File: config.mk
export PLATFORM = sky130hd
export DESIGN_NAME = udp_mii_receive
export DESIGN_NICKNAME = d
export VERILOG_FILES = /design/src/rtl/udp_rx_pkg.sv /design/src/rtl/crc32_nibble.sv /design/src/rtl/udp_mii_receive.sv
export SDC_FILE = /design/constraint.sdc
export NUM_CORES = 1
export LEC_CHECK = 0
export CAP_MARGIN = 20
export CELL_PAD_IN_SITES_DETAIL_PLACEMENT = 2
export CELL_PAD_IN_SITES_GLOBAL_PLACEMENT = 2
export CORE_ASPECT_RATIO = 1.25
export CORE_MARGIN = 2
export CORE_UTILIZATION = 35
export CTS_BUF_LIST = sky130_fd_sc_hd__clkbuf_4 sky130_fd_sc_hd__clkbuf_8 sky130_fd_sc_hd__clkbuf_16
export DETAILED_ROUTE_END_ITERATION = 12
export PLACE_DENSITY = 0.82
export REMOVE_ABC_BUFFERS = 1
export SLEW_MARGIN = 20
export SYNTH_ARGS = -nofsm -noshare
export SYNTH_HDL_FRONTEND = slang
export SYNTH_SLANG_ARGS = --single-unit
File: constraint.sdc
create_clock -name sys_clk -period 3.4 [get_ports sys_clk]
set_input_delay 0.68 -clock sys_clk [delete_from_list [all_inputs] [get_ports sys_clk]]
set_output_delay 0.68 -clock sys_clk [all_outputs]
set_load 0.05 [all_outputs]
File: src/rtl/udp_rx_pkg.sv
// Shared constants, FSM state type and byte-select helpers for the UDP/MII receive path.
package udp_rx_pkg;

   localparam logic [15:0] ETH_TYPE_IPV4 = 16'h0800;
   localparam logic [7:0]  IP_VER_IHL    = 8'h45;
   localparam logic [7:0]  IP_PROTO_UDP  = 8'd17;
   localparam logic [7:0]  PREAMBLE_BYTE = 8'h55;
   localparam logic [7:0]  SFD_BYTE      = 8'hD5;

   localparam logic [15:0] ETH_HEAD_LEN = 16'd14;
   localparam logic [15:0] IP_HEAD_LEN  = 16'd20;
   localparam logic [15:0] UDP_HEAD_LEN = 16'd8;

   localparam logic [31:0] CRC_RESIDUE = 32'hC704DD7B;

   typedef enum logic [2:0] {
      StIdle, StPreamble, StEthHead, StIpHead, StUdpHead, StData, StWaitEnd
   } rx_state_e;

   // Byte idx of a big-endian field, idx 0 = most significant byte.
   function automatic logic [7:0] be_byte48(input logic [47:0] v, input logic [2:0] idx);
      logic [47:0] s;
      s = v << {idx, 3'b000};
      return s[47:40];
   endfunction

   function automatic logic [7:0] be_byte32(input logic [31:0] v, input logic [1:0] idx);
      logic [31:0] s;
      s = v << {idx, 3'b000};
      return s[31:24];
   endfunction

endpackage

File: src/rtl/crc32_nibble.sv
// Ethernet CRC-32, one MII nibble per enabled cycle (bit 0 first), preset to all ones on clear.
module crc32_nibble (
   input  logic        sys_clk,
   input  logic        sys_rst,
   input  logic        en,
   input  logic        clr,
   input  logic [3:0]  data,
   output logic [31:0] crc
);

   logic [31:0] crc_d;

   always_comb begin
      crc_d = crc;
      for (int i = 0; i < 4; i++) begin
         if (crc_d[31] ^ data[i]) crc_d = {crc_d[30:0], 1'b0} ^ 32'h04C11DB7;
         else                     crc_d = {crc_d[30:0], 1'b0};
      end
   end

   always_ff @(posedge sys_clk or posedge sys_rst) begin
      if (sys_rst)  crc <= 32'hFFFF_FFFF;
      else if (clr) crc <= 32'hFFFF_FFFF;
      else if (en)  crc <= crc_d;
   end

endmodule

File: src/rtl/udp_mii_receive.sv
// MII receive parser: Ethernet/IPv4/UDP header checks, payload out as 32-bit big-endian words.
// Define RX_FCS_CHECK_EN to verify the Ethernet FCS at the end of each frame.
module udp_mii_receive
   import udp_rx_pkg::*;
#(
   parameter logic [47:0] BOARD_MAC = 48'h12_34_56_78_9A_BC,
   parameter logic [31:0] BOARD_IP  = {8'd169, 8'd254, 8'd1, 8'd23}
) (
   input  logic        sys_clk,
   input  logic        sys_rst,
   input  logic        eth_rxdv,
   input  logic [3:0]  eth_rx_data,
   output logic        rec_data_en,
   output logic [31:0] rec_data,
   output logic        rec_end,
   output logic [15:0] rec_data_num,
   output logic        err_flag
);

   rx_state_e   state_q, state_d;
   logic        nib_hi_q;
   logic [3:0]  nib_lo_q;
   logic [15:0] cnt_q, cnt_d;
   logic        dst_uni_q, dst_uni_d, dst_bc_q, dst_bc_d;
   logic [7:0]  len_hi_q, len_hi_d;
   logic        rec_data_en_d, rec_end_d, err_d;
   logic [31:0] rec_data_d;
   logic [15:0] rec_num_d;
   logic        byte_vld, bad, fcs_bad;
   logic [7:0]  rx_byte;

   assign rx_byte  = {eth_rx_data, nib_lo_q};
   assign byte_vld = eth_rxdv & nib_hi_q;

`ifdef RX_FCS_CHECK_EN
   logic [31:0] crc;
   logic        crc_en, crc_clr;

   assign crc_clr = (state_q == StPreamble) && byte_vld && (rx_byte == SFD_BYTE);
   assign crc_en  = eth_rxdv && (state_q inside {StEthHead, StIpHead, StUdpHead, StData,
                                                 StWaitEnd});
   assign fcs_bad = (crc != CRC_RESIDUE);

   crc32_nibble u_crc32_nibble (
      .sys_clk (sys_clk),
      .sys_rst (sys_rst),
      .en      (crc_en),
      .clr     (crc_clr),
      .data    (eth_rx_data),
      .crc     (crc)
   );
`else
   assign fcs_bad = 1'b0;
`endif

   always_comb begin
      state_d       = state_q;
      cnt_d         = cnt_q;
      dst_uni_d     = dst_uni_q;
      dst_bc_d      = dst_bc_q;
      len_hi_d      = len_hi_q;
      rec_data_en_d = 1'b0;
      rec_end_d     = 1'b0;
      rec_data_d    = rec_data;
      rec_num_d     = rec_data_num;
      err_d         = err_flag;
      bad           = 1'b0;
      case (state_q)
         StIdle: begin
            if (byte_vld && rx_byte == PREAMBLE_BYTE) begin
               state_d = StPreamble;
               cnt_d   = 16'd1;
            end
         end
         StPreamble: begin
            if (!eth_rxdv) begin
               state_d = StIdle;
            end else if (byte_vld) begin
               if (rx_byte == PREAMBLE_BYTE) begin
                  if (cnt_q < 16'd7) cnt_d = cnt_q + 16'd1;
               end else if (rx_byte == SFD_BYTE && cnt_q >= 16'd6) begin
                  state_d   = StEthHead;
                  cnt_d     = '0;
                  err_d     = 1'b0;
                  dst_uni_d = 1'b1;
                  dst_bc_d  = 1'b1;
               end else begin
                  state_d = StIdle;
               end
            end
         end
         StEthHead, StIpHead, StUdpHead, StData: begin
            if (!eth_rxdv) begin
               // Frame ended before the payload was complete.
               err_d   = 1'b1;
               state_d = StIdle;
            end else if (byte_vld) begin
               cnt_d = cnt_q + 16'd1;
               if (state_q == StEthHead) begin
                  if (cnt_q < 16'd6) begin
                     dst_uni_d = dst_uni_q & (rx_byte == be_byte48(BOARD_MAC, cnt_q[2:0]));
                     dst_bc_d  = dst_bc_q & (rx_byte == 8'hFF);
                  end
                  if (cnt_q == 16'd5)  bad = !(dst_uni_d || dst_bc_d);
                  if (cnt_q == 16'd12) bad = (rx_byte != ETH_TYPE_IPV4[15:8]);
                  if (cnt_q == ETH_HEAD_LEN - 16'd1) begin
                     bad     = (rx_byte != ETH_TYPE_IPV4[7:0]);
                     state_d = StIpHead;
                     cnt_d   = '0;
                  end
               end else if (state_q == StIpHead) begin
                  if (cnt_q == 16'd0) bad = (rx_byte != IP_VER_IHL);
                  if (cnt_q == 16'd9) bad = (rx_byte != IP_PROTO_UDP);
                  if (cnt_q >= 16'd16) bad = (rx_byte != be_byte32(BOARD_IP, cnt_q[1:0]));
                  if (cnt_q == IP_HEAD_LEN - 16'd1) begin
                     state_d = StUdpHead;
                     cnt_d   = '0;
                  end
               end else if (state_q == StUdpHead) begin
                  if (cnt_q == 16'd4) len_hi_d = rx_byte;
                  if (cnt_q == 16'd5) begin
                     if ({len_hi_q, rx_byte} < UDP_HEAD_LEN) bad = 1'b1;
                     else rec_num_d = {len_hi_q, rx_byte} - UDP_HEAD_LEN;
                  end
                  if (cnt_q == UDP_HEAD_LEN - 16'd1) begin
                     cnt_d = '0;
                     if (rec_data_num == 16'd0) begin
                        rec_end_d = 1'b1;
                        state_d   = StWaitEnd;
                     end else begin
                        state_d = StData;
                     end
                  end
               end else begin
                  // Writing byte 0 clears the rest, so a short final word is zero-filled.
                  unique case (cnt_q[1:0])
                     2'd0: rec_data_d        = {rx_byte, 24'h0};
                     2'd1: rec_data_d[23:16] = rx_byte;
                     2'd2: rec_data_d[15:8]  = rx_byte;
                     2'd3: rec_data_d[7:0]   = rx_byte;
                  endcase
                  if (cnt_d == rec_data_num) begin
                     rec_data_en_d = 1'b1;
                     rec_end_d     = 1'b1;
                     state_d       = StWaitEnd;
                  end else if (cnt_q[1:0] == 2'd3) begin
                     rec_data_en_d = 1'b1;
                  end
               end
               if (bad) begin
                  err_d   = 1'b1;
                  state_d = StWaitEnd;
               end
            end
         end
         StWaitEnd: begin
            if (!eth_rxdv) begin
               state_d = StIdle;
               if (fcs_bad) err_d = 1'b1;
            end
         end
         default: state_d = StIdle;
      endcase
   end

   always_ff @(posedge sys_clk or posedge sys_rst) begin
      if (sys_rst) begin
         state_q      <= StIdle;
         nib_hi_q     <= 1'b0;
         nib_lo_q     <= '0;
         cnt_q        <= '0;
         dst_uni_q    <= 1'b0;
         dst_bc_q     <= 1'b0;
         len_hi_q     <= '0;
         rec_data_en  <= 1'b0;
         rec_data     <= '0;
         rec_end      <= 1'b0;
         rec_data_num <= '0;
         err_flag     <= 1'b0;
      end else begin
         state_q      <= state_d;
         nib_hi_q     <= eth_rxdv & ~nib_hi_q;
         if (eth_rxdv && !nib_hi_q) nib_lo_q <= eth_rx_data;
         cnt_q        <= cnt_d;
         dst_uni_q    <= dst_uni_d;
         dst_bc_q     <= dst_bc_d;
         len_hi_q     <= len_hi_d;
         rec_data_en  <= rec_data_en_d;
         rec_data     <= rec_data_d;
         rec_end      <= rec_end_d;
         rec_data_num <= rec_num_d;
         err_flag     <= err_d;
      end
   end

endmodule

run_1/congestion_map.png
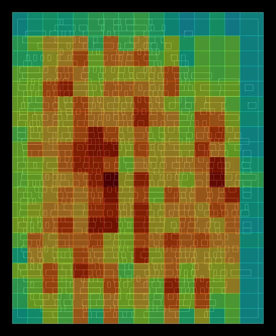
met2 Use GR: 48.4%
GRT Overall Usage: 26.4%
average wire per cell in the routed design: 23.3 microns
peak-usage layer in the global routing report: met2

run_1/port_trees.png
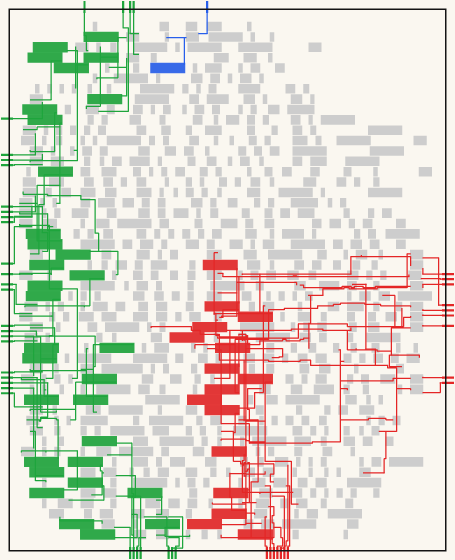
red -> rec_data_num  # bits 16, direction output, edge 9 east, 7 south, end cells 16, wire 1390 microns
blue -> err_flag  # bits 1, direction output, edge north, end cells 1, wire 20.6 microns
green -> rec_data  # bits 32, direction output, edge 21 west, 7 south, 4 north, end cells 32, wire 1240 microns
number of input and output port buffers inserted: 57
# IOs: 58

run_1/sizing.png
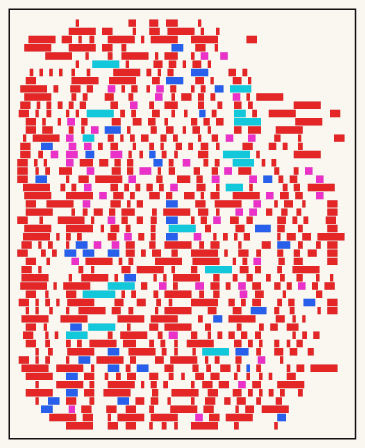
red -> x1 and smaller  # cells 582, most used nand2_1
magenta -> x3 and x4  # cells 54, most used buf_4
blue -> x2  # cells 38, most used mux2_2
cyan -> x6 and larger  # cells 16, most used clkbuf_16
worst-case setup margin in the final layout: 0.175 ns
non-clock buffer total of the final layout: 107
synthesis-to-layout area growth: 25.1%

==> impl_results.rst, run 1 <==
Physical design figures
=======================

.. list-table::
   :header-rows: 1

   * - Metric
     - Value
   * - Critical register-to-register path endpoint
     - state_q[0]$_DFFE_PP0P_
   * - Max stage delay cell, worst path
     - or4_4
   * - Int Pwr
     - 2.52 mW
   * - Share of post-route cells with drive strength above 1
     - 15.7%
   * - Fraction of synthesized area in multiplexers
     - 5.44%
   * - Final RePlAce weighted congestion
     - 0.879
   * - Max Slew Vio Count
     - 0
   * - Non-CTS inverters
     - 17
   * - Share of the cycle needed by the critical path after routing
     - 94.9%
   * - Met1 usage
     - 30.6%
   * - Count of maximum capacitance violations
     - 0
   * - Final cell area excluding filler cells
     - 6640 sq um
   * - Startpoint of the lowest-slack register-to-register path
     - cnt_q[1]$_DFFE_PP0P_
   * - Area enclosed by the die boundary
     - 16200 sq um
   * - Classification of the worst-slack hold path
     - flop to flop
   * - Core area
     - 14900 sq um
   * - Relative slew slack
     - 50.9%
   * - Min-Delay Endpoint
     - rec_data[1]$_DFFE_PP0P_
   * - Clock buf/inv share
     - 4.80%
   * - Area of combinational cells with multiple inputs
     - 2920 sq um
   * - Wire length on met1
     - 8130 microns
   * - Multi-input logic portion of the cell area
     - 43.9%
   * - Post-place setup slack
     - -0.210 ns
   * - Yosys stat chip area
     - 5310 sq um
   * - Number of hold violations in the final report
     - 0
   * - Number of cell instances on the worst register-to-register path
     - 10
   * - Registers, synthesis
     - 85
   * - Nets
     - 701
   * - Via count
     - 5163
   * - DPL Wire Length
     - 14800 microns
   * - List of cells traversed by the critical path
     - clkdlybuf4s50_1 -> or4_4 -> or4_4 -> or3_4 -> o21ai_2 -> nand2_2 -> a41oi_2 -> mux2_2
   * - Number of remaining DRC errors
     - 0
   * - Number of warnings the tools reported
     - 29
   * - Minimum period implied by the final worst setup slack
     - 3.23 ns
   * - Fraction of synthesized cell area taken by the top area cell type
     - 40.1%
   * - Source of the critical timing path
     - eth_rx_data[1]
   * - Post-layout instance count excluding filler cells
     - 872
   * - CP dominant cell by count
     - or4_4
   * - WP data required
     - 3.63 ns
   * - Setup repair after global routing missed its margin
     - false
   * - TritonCTS clock tree
     - done
   * - Worst Hold Path Cells
     - 2
   * - Crit path arrival time
     - 3.46 ns
   * - Max Used Layer
     - met4
   * - Most numerous logic cell after layout
     - nand2_1
   * - Number of filler cells placed in the layout
     - 1624
   * - Cell at the root of the clock tree
     - clkbuf_16
   * - Number of nets with antenna violations after routing
     - 0
   * - Worst-path clk slew
     - 0.07 ns
   * - Group drawing the most power
     - combinational cells
   * - Number of multi-input combinational cells in the layout
     - 465
   * - Warning count from the yosys run
     - 0
   * - Simple share
     - 27.3%
   * - Switching share of total power
     - 44.3%
   * - Register with the most flip-flops
     - rec_data
   * - Leak pwr
     - 2.98 nW
   * - Setup TNS
     - 0 ns
   * - Largest registers
     - rec_data (32), cnt_q (16), rec_data_num (16)
   * - Category of the critical setup timing path
     - input pin to flop
   * - Global-route wire length before repair
     - 33100 microns
   * - Critical path endpoint category
     - flop
   * - CTS buffer count
     - 9
   * - Via/cell ratio
     - 5.92
   * - Number of buffers added to fix hold violations after cts
     - 0
   * - Max Buffers Root-to-Sink
     - 2
   * - Initial standard-cell utilization of the core
     - 35.7%
   * - Power density of the placed cells
     - 680 nW/um^2
   * - Flop2flop setup slack
     - 0.23 ns
   * - Delay-heaviest family, CP
     - simple AND/OR/NAND/NOR gates
   * - Number of iterations in the first detailed-routing pass
     - 4
   * - Largest net degree at the start of global routing
     - 53
   * - Post-route total power
     - 4.52 mW
   * - Clock latency reported for the late side of the worst-skew pair
     - 0.35 ns
   * - Die span in x
     - 114 microns
   * - Proportion of synthesized chip area in sequential cells
     - 40.1%
   * - Cell area after placement
     - 6310 sq um
   * - CP max stage delay
     - 0.56 ns
   * - Worst setup skew after layout
     - 0.00945 ns
   * - Fraction of registers with async set/reset
     - 100%
   * - Netlist area before placement
     - 5310 sq um
   * - Final Setup Violations
     - 0
   * - Dominant combinational family
     - simple AND/OR/NAND/NOR gates
   * - Row cnt
     - 50
   * - Setup crit start kind
     - input pin
   * - Avg Cell Area, Syn
     - 8.65 sq um
   * - Routed wire length
     - 20300 microns
   * - Seq pwr share
     - 29.7%
   * - Flop Count
     - 85
   * - Compound-Gate Fraction of Synth Area
     - 15.2%
   * - Sequential cell area
     - 2130 sq um
   * - Post-synthesis instance total
     - 614
   * - # Post-CTS Setup Buffers
     - 0
   * - CTS H-tree lvls
     - 3
   * - Number of inserted diodes
     - 0
   * - Distinct cells, synth
     - 72
   * - Transition time at the pin with the least slew margin
     - 0.731 ns
   * - Most common flop cell mapped by yosys
     - dfrtp_1
   * - Most frequently placed logic cells in the final layout
     - nand2_1, dfrtp_1, clkdlybuf4s50_1
   * - Status
     - finished, final reports clean
   * - Dominant cells by area after synthesis
     - dfrtp_1, nand2_1, mux2_2
   * - Startpoint of the worst hold path
     - rec_data[1]$_DFFE_PP0P_
   * - Reported clock group power
     - 1.07 mW
   * - Combinational power share
     - 46.7%
   * - Met3 layer wire length in the routed design
     - 685 microns
   * - Termination of the worst setup path
     - state_q[0]$_DFFE_PP0P_
   * - Leftover overflow at the end of global routing
     - 0
   * - Adder and majority cell fraction of the synthesized area
     - 2.12%
   * - Cell taking the most area after synthesis
     - dfrtp_1
   * - Register share of the cell area
     - 32.0%
   * - Maximum achievable frequency
     - 310 MHz
run_1/class_map.png
Bar = 20 microns.
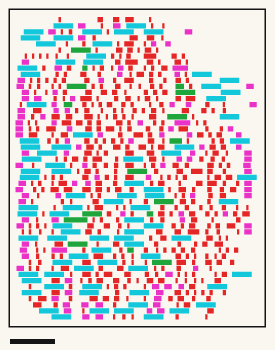

## Run 2: what changed since run 1
==> constraint.sdc (replaced) <==
create_clock -name sys_clk -period 4.1 [get_ports sys_clk]
set_input_delay 0.82 -clock sys_clk [delete_from_list [all_inputs] [get_ports sys_clk]]
set_output_delay 0.82 -clock sys_clk [all_outputs]
set_load 0.05 [all_outputs]
run_2/class_map.png
Bar = 20 microns.
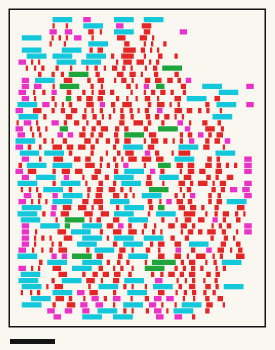
cyan -> sequential cells  # cells 85
magenta -> remaining buffers and delay cells  # cells 84
green -> clock drivers and dummy loads  # cells 16
red -> remaining logic cells  # cells 482

==> run 2 against run 1 <==
  * Final area shrank 3.3%
  * First-iteration DRC count rose by 13%
  * Combinational power shrank 24%
  * Largest power group unchanged
  * Highest routed layer unchanged
==> impl_results.rst, run 2 <==
Physical design figures
=======================

.. list-table::
   :header-rows: 1

   * - Metric
     - Value
   * - Power density of the placed cells
     - 568 nW/um^2
   * - Non-CTS inverters
     - 17
   * - Multi-input logic portion of the cell area
     - 45.3%
   * - Post-place setup slack
     - 0.187 ns
   * - Crit path arrival time
     - 4.15 ns
   * - Number of buffers added to fix hold violations after cts
     - 0
   * - Startpoint of the worst hold path
     - rec_data[6]$_DFFE_PP0P_
   * - Number of hold violations in the final report
     - 0
   * - Peak-usage layer in the global routing report
     - met2
   * - Switching share of total power
     - 44.8%
   * - Number of input and output port buffers inserted
     - 57
   * - CTS H-tree lvls
     - 3
   * - Setup repair after global routing missed its margin
     - false
   * - Cell at the root of the clock tree
     - clkbuf_16
   * - Final RePlAce weighted congestion
     - 0.912
   * - Number of filler cells placed in the layout
     - 1657
   * - Number of nets with antenna violations after routing
     - 0
   * - Minimum period implied by the final worst setup slack
     - 3.92 ns
   * - List of cells traversed by the critical path
     - inv_1 -> ha_1 -> nor2b_1 -> or3_1 -> a221oi_1 -> a31oi_1 -> o21ai_1 -> a41oi_2 -> mux2_1
   * - Distinct cells, synth
     - 72
   * - Post-layout instance count excluding filler cells
     - 849
   * - Fraction of synthesized cell area taken by the top area cell type
     - 40.1%
   * - Global-route wire length before repair
     - 32000 microns
   * - Routed wire length
     - 19700 microns
   * - Met2 Use GR
     - 46.1%
   * - Number of cell instances on the worst register-to-register path
     - 9
   * - Worst Hold Path Cells
     - 2
   * - Warning count from the yosys run
     - 0
   * - Critical path endpoint category
     - flop
   * - Flop Count
     - 85
   * - # IOs
     - 58
   * - Group drawing the most power
     - combinational cells
   * - WP data required
     - 4.33 ns
   * - Cell taking the most area after synthesis
     - dfrtp_1
   * - Setup crit start kind
     - flop
   * - Fraction of registers with async set/reset
     - 100%
   * - Reported clock group power
     - 0.887 mW
   * - Area of combinational cells with multiple inputs
     - 2910 sq um
   * - Clock latency reported for the late side of the worst-skew pair
     - 0.35 ns
   * - Wire length on met1
     - 8140 microns
   * - Initial standard-cell utilization of the core
     - 35.7%
   * - Startpoint of the lowest-slack register-to-register path
     - cnt_q[0]$_DFFE_PP0P_
   * - Dominant cells by area after synthesis
     - dfrtp_1, nand2_1, mux2_2
   * - Leftover overflow at the end of global routing
     - 0
   * - Synthesis-to-layout area growth
     - 20.9%
   * - Registers, synthesis
     - 85
   * - Share of the cycle needed by the critical path after routing
     - 95.6%
   * - Adder and majority cell fraction of the synthesized area
     - 2.12%
   * - Combinational power share
     - 44.2%
   * - Max Used Layer
     - met4
   * - Met1 usage
     - 30.4%
   * - Register with the most flip-flops
     - rec_data
   * - Worst-case setup margin in the final layout
     - 0.179 ns
   * - Setup TNS
     - 0 ns
   * - Leak pwr
     - 2.84 nW
   * - Flop2flop setup slack
     - 0.18 ns
   * - Die span in x
     - 114 microns
   * - Proportion of synthesized chip area in sequential cells
     - 40.1%
   * - Max Slew Vio Count
     - 0
   * - Register share of the cell area
     - 33.1%
   * - # Post-CTS Setup Buffers
     - 0
   * - Yosys stat chip area
     - 5310 sq um
   * - Final cell area excluding filler cells
     - 6420 sq um
   * - Max Buffers Root-to-Sink
     - 2
   * - Worst setup skew after layout
     - 0.00785 ns
   * - Seq pwr share
     - 31.5%
   * - Area enclosed by the die boundary
     - 16200 sq um
   * - Post-route total power
     - 3.65 mW
   * - Int Pwr
     - 2.02 mW
   * - Dominant combinational family
     - simple AND/OR/NAND/NOR gates
   * - Number of warnings the tools reported
     - 29
   * - Row cnt
     - 50
   * - Status
     - finished, final reports clean
   * - Largest registers
     - rec_data (32), cnt_q (16), rec_data_num (16)
   * - Share of post-route cells with drive strength above 1
     - 12.4%
   * - Simple share
     - 27.3%
   * - CP max stage delay
     - 0.65 ns
   * - Number of multi-input combinational cells in the layout
     - 465
   * - Compound-Gate Fraction of Synth Area
     - 15.2%
   * - Number of remaining DRC errors
     - 0
   * - Post-synthesis instance total
     - 614
   * - Delay-heaviest family, CP
     - AND-OR/OR-AND gates
   * - Max stage delay cell, worst path
     - dfrtp_1
   * - Avg Cell Area, Syn
     - 8.65 sq um
   * - Min-Delay Endpoint
     - rec_data[6]$_DFFE_PP0P_
Power and IR drop assume default switching activity.
